**src/rtl/jk_command_encoder.sv**
```systemverilog
// -----------------------------------------------------------------------------
// jk_command_encoder
//
// Drive side of a J/K latch interface. Accepts one hold/close/open/toggle
// request at a time, turns it into a single-cycle j/k excitation pulse for a
// downstream JK latch, reads the latch q back after a settle window, and
// retries with a forced set/reset when the intended state was not reached.
// Reports done or error as one-cycle pulses and keeps a sticky error flag.
//
// Parameters:
//   SETTLE_CYCLES  idle cycles between a drive pulse and the q_fb check (>=1)
//   MAX_RETRIES    extra drive attempts after the first one fails
//   RETRY_W        width of retry_count, must hold MAX_RETRIES
//
// Ports:
//   clk          in   system clock, rising edge
//   clear        in   asynchronous active-high reset
//   req_valid    in   request present
//   req_cmd      in   00 hold, 01 close (q->0), 10 open (q->1), 11 toggle
//   req_ready    out  high in IDLE; accept on req_valid & req_ready
//   q_fb         in   q of the downstream JK latch (synchronous to clk)
//   j, k         out  registered J/K excitation, non-zero only in DRIVE
//   busy         out  high in any state other than IDLE
//   done         out  one-cycle pulse, target state confirmed
//   error        out  one-cycle pulse, retries exhausted
//   err_sticky   out  set by error, cleared by err_ack
//   err_ack      in   clears err_sticky
//   retry_count  out  retries used by the current or last request
// -----------------------------------------------------------------------------
module jk_command_encoder #(
  parameter int unsigned SETTLE_CYCLES = 4,
  parameter int unsigned MAX_RETRIES   = 2,
  parameter int unsigned RETRY_W       = 2
) (
  input  logic               clk,
  input  logic               clear,
  input  logic               req_valid,
  input  logic [1:0]         req_cmd,
  output logic               req_ready,
  input  logic               q_fb,
  output logic               j,
  output logic               k,
  output logic               busy,
  output logic               done,
  output logic               error,
  output logic               err_sticky,
  input  logic               err_ack,
  output logic [RETRY_W-1:0] retry_count
);

  // Settle counter loads SETTLE_CYCLES-1 and counts down to zero.
  localparam int unsigned CNT_W = (SETTLE_CYCLES > 1) ? $clog2(SETTLE_CYCLES) : 1;
  localparam logic [CNT_W-1:0]   SETTLE_LOAD = CNT_W'(SETTLE_CYCLES - 1);
  localparam logic [RETRY_W-1:0] RETRY_MAX   = RETRY_W'(MAX_RETRIES);

  typedef enum logic [1:0] {
    StIdle,
    StDrive,
    StSettle,
    StCheck
  } state_t;

  state_t             r_state;
  logic               r_target;
  logic [CNT_W-1:0]   r_settle_cnt;
  logic [RETRY_W-1:0] r_retry;
  logic               r_j;
  logic               r_k;
  logic               r_done;
  logic               r_error;
  logic               r_sticky;

  logic w_match;
  logic w_can_retry;
  logic w_set_err;
  logic w_req_target;

  assign w_match     = (q_fb == r_target);
  assign w_can_retry = (r_retry < RETRY_MAX);
  assign w_set_err   = (r_state == StCheck) && !w_match && !w_can_retry;

  // Target for a new request: hold keeps the present q, toggle inverts it,
  // close/open use the explicit level carried in req_cmd[1].
  always_comb begin
    w_req_target = req_cmd[1];
    if (req_cmd == 2'b00) begin
      w_req_target = q_fb;
    end else if (req_cmd == 2'b11) begin
      w_req_target = ~q_fb;
    end
  end

  always_ff @(posedge clk or posedge clear) begin
    if (clear) begin
      r_state      <= StIdle;
      r_target     <= 1'b0;
      r_settle_cnt <= '0;
      r_retry      <= '0;
      r_j          <= 1'b0;
      r_k          <= 1'b0;
      r_done       <= 1'b0;
      r_error      <= 1'b0;
      r_sticky     <= 1'b0;
    end else begin
      // Pulses and excitation default low; only specific transitions raise them.
      r_j     <= 1'b0;
      r_k     <= 1'b0;
      r_done  <= 1'b0;
      r_error <= 1'b0;

      // Set wins over acknowledge, including an ack that lands in the error cycle.
      if (w_set_err) begin
        r_sticky <= 1'b1;
      end else if (err_ack && !r_error) begin
        r_sticky <= 1'b0;
      end

      unique case (r_state)
        StIdle: begin
          if (req_valid) begin
            r_retry  <= '0;
            r_target <= w_req_target;
            if (req_cmd == 2'b00) begin
              r_state <= StCheck;
            end else begin
              r_state <= StDrive;
              r_j     <= req_cmd[1];
              r_k     <= req_cmd[0];
            end
          end
        end

        StDrive: begin
          r_settle_cnt <= SETTLE_LOAD;
          r_state      <= StSettle;
        end

        StSettle: begin
          if (r_settle_cnt == '0) begin
            r_state <= StCheck;
          end else begin
            r_settle_cnt <= r_settle_cnt - CNT_W'(1);
          end
        end

        StCheck: begin
          if (w_match) begin
            r_done  <= 1'b1;
            r_state <= StIdle;
          end else if (w_can_retry) begin
            // Retries force set/reset so a late-settling latch is never
            // toggled twice.
            r_retry <= r_retry + RETRY_W'(1);
            r_j     <= r_target;
            r_k     <= ~r_target;
            r_state <= StDrive;
          end else begin
            r_error <= 1'b1;
            r_state <= StIdle;
          end
        end

        default: r_state <= StIdle;
      endcase
    end
  end

  assign req_ready   = (r_state == StIdle);
  assign busy        = (r_state != StIdle);
  assign j           = r_j;
  assign k           = r_k;
  assign done        = r_done;
  assign error       = r_error;
  assign err_sticky  = r_sticky;
  assign retry_count = r_retry;

endmodule

```
**config.mk**
```make
export PLATFORM = sky130hd
export DESIGN_NAME = jk_command_encoder
export DESIGN_NICKNAME = d
export VERILOG_FILES = /design/src/rtl/jk_command_encoder.sv
export SDC_FILE = /design/constraint.sdc
export NUM_CORES = 1
export LEC_CHECK = 0
export CAP_MARGIN = 40
export CORE_ASPECT_RATIO = 0.9
export CORE_MARGIN = 3
export CORE_UTILIZATION = 25
export CTS_CLUSTER_DIAMETER = 30
export DETAILED_ROUTE_END_ITERATION = 10
export MAX_ROUTING_LAYER = met4
export PLACE_DENSITY = 0.44
export SLEW_MARGIN = 20
export SYNTH_ARGS = -nofsm -noshare
export SYNTH_HDL_FRONTEND = slang
export SYNTH_SLANG_ARGS = --single-unit
```
**constraint.sdc**
```tcl
create_clock -name clk -period 1.4 [get_ports clk]
set_input_delay 0.14 -clock clk [delete_from_list [all_inputs] [get_ports clk]]
set_output_delay 0.14 -clock clk [all_outputs]
set_load 0.005 [all_outputs]
```
Figure 1. Clock distribution (run 1).
The bar under the picture is 20 µm long.
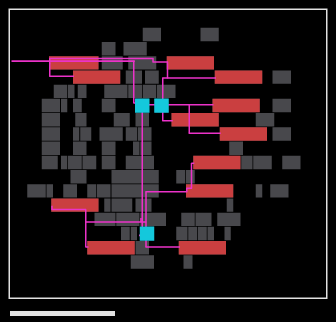
- magenta: clock wires (length 194 µm)
- red: flip-flops (count 12)
- cyan: clock drivers (count 3)
- routed clock nets: 4
Worst Skew: 0.00591 ns
Late-Pin Clk Latency: 0.28 ns
clock network fraction of design power: 13.1%
P_clk: 0.284 mW

Figure 2. Met1 routing (run 1).
The bar under the picture is 20 µm long.
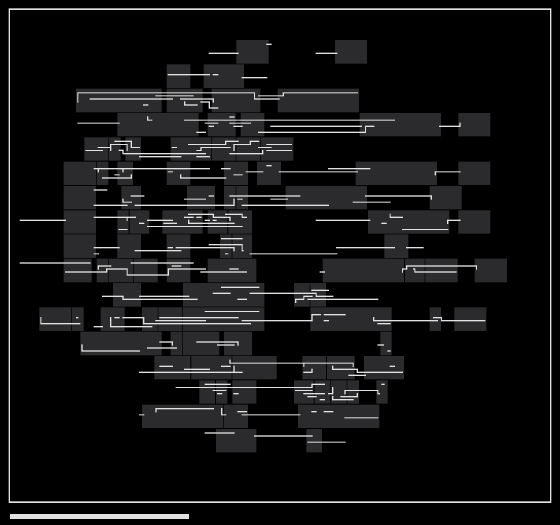
- wire length on this layer: 690 µm
- longest straight run: 23.5 µm

Figure 3. Signal wires by layer (run 1).
The bar under the picture is 20 µm long. Only two layers are drawn.
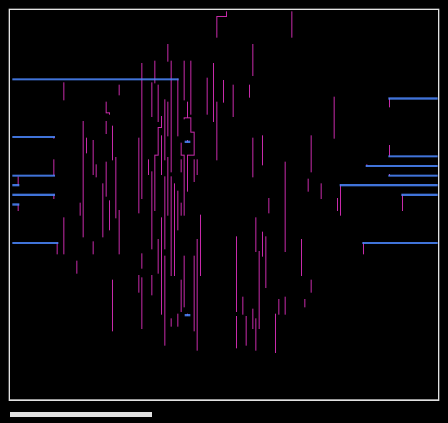
- blue: metal 3 (wire length 107 µm)
- magenta: metal 2 (wire length 566 µm)
Post-Route WL: 1.39 mm
routed via count: 552
gr usage total: 10.3%
Routed WL per cell: 11.2 µm

==> flow_summary_export.csv, run 1 <==
group,metric,value,unit
drt,drc,0,
logic_synthesis,aoi_share,16.1,%
layout,nets,109,
floorplan,fp_util,26.8,%
place,place_ws,-0.0491,ns
drt,drt_iter0_markers,13,
logic_synthesis,yosys-top-cells-area,"dfrtp_1, ha_1, inv_1",
worst_setup_path,required,1.57,ns
pwr,power_leader,"combinational logic",
drt,firstDrtPassIters,2,
final_timing,setup_viol,0,
grt,grt_pass1_wl,2.40,mm
final_timing,hold_viol_final,0,
pwr,p_comb_share,61.1,%
logic_synthesis,largest_area_cell,"dfrtp_1",
pwr,peakVddDrop,0.00123,V
logic_synthesis,ys_seq_share,45.0,%
pwr,power.internal,1.40,mW
flow_run,cap_viol_max_count,0,
logic_synthesis,logic_family,"simple AND/OR/NAND/NOR gates",
pwr,pg_seq,0.557,mW
layout,layout.area.seq,302,µm²
pwr,p_sw_share,35.4,%
final_timing,fin_crit,1.37,ns
clock_network,clkSinkCount,12,
logic_synthesis,postSynth.asyncResetShare,100,%
logic_synthesis,synth_flops,12,
final_timing,period_used_share,97.7,%
logic_synthesis,ys_types,28,
floorplan,die-area,3320,µm²
logic_synthesis,ys_chip_area,667,µm²
final_timing,relSlewSlack,68.8,%
worst_setup_path,cpMostUsedCell,"buf_6",
worst_setup_path,cp_slowest_stage_delay,0.40,ns
layout,layout_top_cell,"clkdlybuf4s50_1",
grt,overflow,0,
pwr,pg_comb,1.32,mW
final_timing,rsz0062_at_grt,"true",
clock_network,cts_tree,"done",
logic_synthesis,floorplan.nets,76,
final_timing,hold_ws,0.171,ns
layout,nFillCells,252,
hold_path,hold_class,"input port to async pin",
worst_setup_path,cp-end-kind,"register",
drt,viasPerCell,4.45,
clock_network,cts_max_path_buffers,2,
logic_synthesis,flop_cell,"dfrtp_1",
clock_network,clock-root-buffer,"clkbuf_4",
pwr,power.leakage,0.477,nW
clock_network,cts_setup_buffers,1,
grt,grt_max_degree,13,
logic_synthesis,ys_sh_mux,1.50,%
worst_setup_path,start_kind,"register",
floorplan,core,2490,µm²
layout,final_core_util,41.3,%
place,place.port_buffers,15,
clock_network,ctsResizeCount,12,
place,routabilityCongestion,0.705,
clock_network,cts_buffers,3,
run_status,status,"complete, no violations",
worst_setup_path,cp.arrival,1.54,ns
place,dp.cells,116,
worst_setup_path,critPathKind,"register to register",
logic_synthesis,synth_area_per_cell,10.4,µm²
logic_synthesis,ys_warn_count,0,
logic_synthesis,yosys.area_share.xor_xnor,2.63,%
pwr,total_power,2.16,mW
final_timing,tns,0,ns
clock_network,clkSlewWorstSetupHoldPaths,0.08,ns
layout,comb_area,374,µm²
layout,design_area,1030,µm²
pwr,seqPwrFrac,25.7,%
pwr,power.density,2110,nW/µm²
final_timing,timing.fmax,0.731,GHz
pwr,power_switching,0.766,mW
grt,antenna_found_initial,0,
final_timing,setup_slack,0.0326,ns
layout,diodes,0,
worst_setup_path,crit_buf_inv,2,
place,dpl-instance-area,920,µm²
logic_synthesis,synthAdderAreaFrac,9.38,%
logic_synthesis,synth_top_area_share,45.0,%
logic_synthesis,syn_inst,64,
logic_synthesis,simple_gate_share,21.4,%
place,place_hpwl,1.05,mm
floorplan,rows,17,
logic_synthesis,ys_cells,64,
run 1: routing by layer:
metal  wire length (µm)  share of wire, %  GRT usage, %  vias to the layer above
met4                 24               1.7          5.42                        0
li1                   -                 -             -                      293
met3                107               7.7          3.02                        2
met5                  0                 0             -                        -
met2                566                41          15.3                       16
met1                690                50          12.7                      241
run 1: layout make-up:
| type | count | area share, % |
|---|---|---|
| multi-input cells | 45 | 36.4 |
| well taps | 28 | 3.41 |
| flip-flops and latches | 12 | 29.4 |
| inverters | 7 | 2.56 |
| repair buffers | 28 | 24.7 |
| clock buffers | 4 | 3.53 |
run 1: worst paths after layout:
| check | startpoint | cells past startpoint | slack, ns | to |
|---|---|---|---|---|
| setup reg to reg | r_state[1]$_DFFE_PP0P_ | 6 | 0.03 | k$_DFF_PP0_ |
| max in group asynchronous | clear | 2 | 0.89 | retry_count[1]$_DFFE_PP0P_ |
| setup / recovery | r_state[1]$_DFFE_PP0P_ | 6 | 0.03 | k$_DFF_PP0_ |
| min in group clk | err_ack | 3 | 0.45 | err_sticky$_DFFE_PP0P_ |
| hold reg to reg | err_sticky$_DFFE_PP0P_ | 1 | 0.48 | err_sticky$_DFFE_PP0P_ |
| hold / removal | clear | 2 | 0.17 | k$_DFF_PP0_ |
run 1: synthesized netlist by cell type (2+ instances only):
library cell,number
dfrtp_1,12
inv_1,7
ha_1,5
nor2_1,4
o21ai_0,4
a21oi_1,3
nand2_1,3
a31oi_1,2
and4bb_2,2
nand2b_1,2
nor2b_1,2
nor3_1,2
run 1: state kept, by name (all words and copies together) (netlist names):
| name | count |
|---|---|
| retry_count | 2 |
| err_sticky | 1 |
| j | 1 |
| k | 1 |
| error | 1 |
| r_settle_cnt | 2 |
| done | 1 |
| r_state | 2 |
| r_target | 1 |
==> run 2: changes to the inputs <==
--- a/config.mk
+++ b/config.mk
@@ -7,12 +7,13 @@
 export LEC_CHECK = 0
 export CAP_MARGIN = 40
 export CORE_ASPECT_RATIO = 0.9
-export CORE_MARGIN = 3
-export CORE_UTILIZATION = 25
+export CORE_MARGIN = 2
+export CORE_UTILIZATION = 35
 export CTS_CLUSTER_DIAMETER = 30
 export DETAILED_ROUTE_END_ITERATION = 10
 export MAX_ROUTING_LAYER = met4
-export PLACE_DENSITY = 0.44
+export PLACE_DENSITY = 0.58
+export RECOVER_POWER = 25
 export SLEW_MARGIN = 20
 export SYNTH_ARGS = -nofsm -noshare
 export SYNTH_HDL_FRONTEND = slang
==> run 2 against run 1 <==
Against the previous run:
- sequential share of layout area grew 0.81 points
- die size shrank 32%
- synthesized cell count unchanged
- register-to-register slack is essentially flat
- final area fell by 2.7%
- maximum frequency fell by 0.59%
- utilization is 16 points higher
- via count is 1.6% lower
- area after synthesis unchanged
- clock power is 5% lower
- power down 2.7%
- largest power group unchanged
==> flow_summary_export.csv, run 2 <==
group,metric,value,unit
run_status,status,"complete, no violations",
pwr,peakVddDrop,0.00178,V
worst_setup_path,cp.arrival,1.54,ns
pwr,clk-power,0.271,mW
final_timing,fin_crit,1.38,ns
flow_run,cap_viol_max_count,0,
drt,viasPerCell,4.64,
worst_setup_path,start_kind,"register",
pwr,seqPwrFrac,26.5,%
final_timing,period_used_share,98.3,%
pwr,power_leader,"combinational logic",
logic_synthesis,most_common_cell,"dfrtp_1",
grt,use_met3,5.92,%
grt,grt_max_degree,13,
floorplan,die-area,2270,µm²
place,routabilityCongestion,0.851,
final_timing,tns,0,ns
pwr,power.leakage,0.466,nW
layout,design_area,1000,µm²
drt,num_vias,543,
logic_synthesis,synth_top_area_share,45.0,%
logic_synthesis,flop_cell,"dfrtp_1",
pwr,power.density,2110,nW/µm²
drt,firstDrtPassIters,2,
logic_synthesis,largest_area_cell,"dfrtp_1",
grt,grt_pass1_wl,2.24,mm
hold_path,hold_class,"input port to async pin",
place,place_ws,-0.0553,ns
drt,drt-met1-wl,612,µm
logic_synthesis,syn_inst,64,
layout,nFillCells,143,
grt,overflow,0,
floorplan,core,1730,µm²
worst_setup_path,cpMostUsedCell,"buf_6",
clock_network,cts_buffers,3,
worst_setup_path,cp-end-kind,"register",
clock_network,cts_tree,"done",
floorplan,rows,14,
grt,antenna_found_initial,0,
place,place_hpwl,978,µm
clock_network,clock_latency,0.27,ns
place,dpl-instance-area,892,µm²
final_timing,setup_viol,0,
final_timing,skew,0.00272,ns
drt,wl_met3,84,µm
pwr,p_comb_share,60.6,%
final_timing,setup_slack,0.0245,ns
logic_synthesis,synth_area_per_cell,10.4,µm²
pwr,power_switching,0.759,mW
grt,grt_usage,14.6,%
drt,routed.top_layer,"met4",
pwr,p_sw_share,36.0,%
final_timing,relSlewSlack,70.7,%
pwr,power.internal,1.35,mW
drt,drc,0,
final_timing,timing.fmax,0.727,GHz
logic_synthesis,netlist_top_cells_count,"dfrtp_1, inv_1, ha_1, nor2_1, o21ai_0",
grt,grt_use_met2,22.4,%
clock_network,cts_max_path_buffers,2,
place,place.port_buffers,15,
logic_synthesis,yosys-top-cells-area,"dfrtp_1, ha_1, inv_1",
pwr,pg_comb,1.28,mW
logic_synthesis,ys_warn_count,0,
layout,layout_top_cell,"clkdlybuf4s50_1",
grt,grt_util_met1,17.1,%
worst_setup_path,cp_slowest_stage_delay,0.40,ns
drt,drt_iter0_markers,6,
[run 2: cell counts after synthesis]
Identical to the previous run, type by type.
[run 2: logic make-up (layout without fill, tap and decap cells)]
family | Yosys count | after routing | synth area share (%)
fa+ha+maj | 5 | 5 | 9.38
simple gates | 21 | 21 | 21.4
xor+xnor | 2 | 2 | 2.63
mux | 1 | 1 | 1.50
flops | 12 | 12 | 45.0
compound gates | 16 | 16 | 16.1
buf+inv | 7 | 36 | 3.94
[run 2: cell type report]
cell class	instances	area (µm²)	share of cell area, %
tap	24	30.0	3.00
sequential	12	302	30.2
multi-input combinational	45	379	37.9
inverter	7	26.3	2.63
timing repair buffer	25	226	22.7
clock buffer	4	36.3	3.63
[run 2: path summary, 6_finish.rpt]
| path | from | endpoint | slack (ns) | cells after the start |
|---|---|---|---|---|
| worst max-delay path | r_state[1]$_DFFE_PP0P_ | k$_DFF_PP0_ | 0.02 | 6 |
| worst min-delay path | clear | retry_count[0]$_DFFE_PP0P_ | 0.30 | 2 |
| worst max register to register | r_state[1]$_DFFE_PP0P_ | k$_DFF_PP0_ | 0.02 | 6 |
| worst min register to register | r_settle_cnt[0]$_DFFE_PP0P_ | r_settle_cnt[0]$_DFFE_PP0P_ | 0.48 | 1 |
| max in group asynchronous | clear | retry_count[1]$_DFFE_PP0P_ | 0.77 | 2 |
| min in group clk | err_ack | err_sticky$_DFFE_PP0P_ | 0.47 | 3 |
[run 2: through the flow]
stage                     utilization [%]  hold slack, ns  cells
final                                57.6           0.301    117
after detailed placement             51.4           0.472    109
after CTS                            55.3           0.181    114
after global placement               51.4           0.464    109
after global routing                 57.6           0.336    117
after floorplan                         -         0.00470     64
[run 2: repair_timing]
action,4_1_cts,5_1_grt
pin swaps,1,3
resized,9,8
buffers inserted,1,3
endpoints found under the setup margin,5,8
Figure 4. Clock wiring as the flow saved it (run 2).
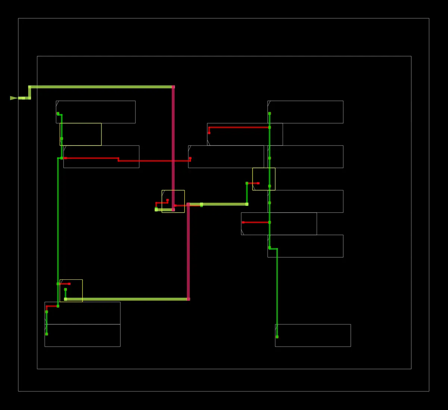
FFs & Latches: 12
clk sink count: 12

Figure 5. Placement by cell class (run 2).
Fill, decap, tap and diode cells in grey.
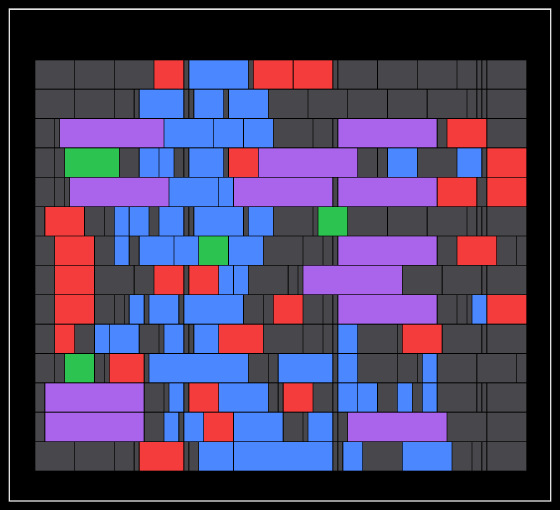
- purple: sequential cells (cells 12)
- blue: combinational and other logic (cells 52)
- red: remaining buffers and delay cells (cells 25)
- green: clock drivers and dummy loads (cells 4)

Figure 6. Signal wires by layer (run 2).
The bar under the picture is 20 µm long. Only two layers are drawn.
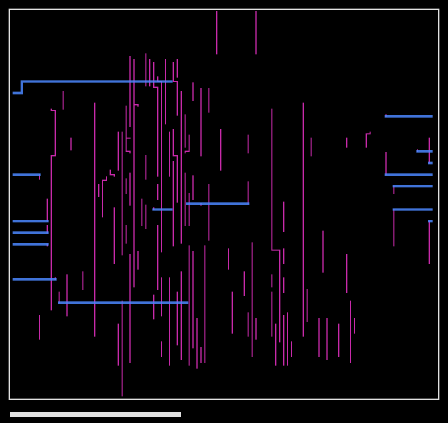
- blue: metal 3 (wire length 84.8 µm)
- magenta: metal 2 (wire length 609 µm)
Routed WL per cell: 11.4 µm
Post-Route WL: 1.33 mm

Power figures rest on the tool's default switching activity, not on a simulated workload.
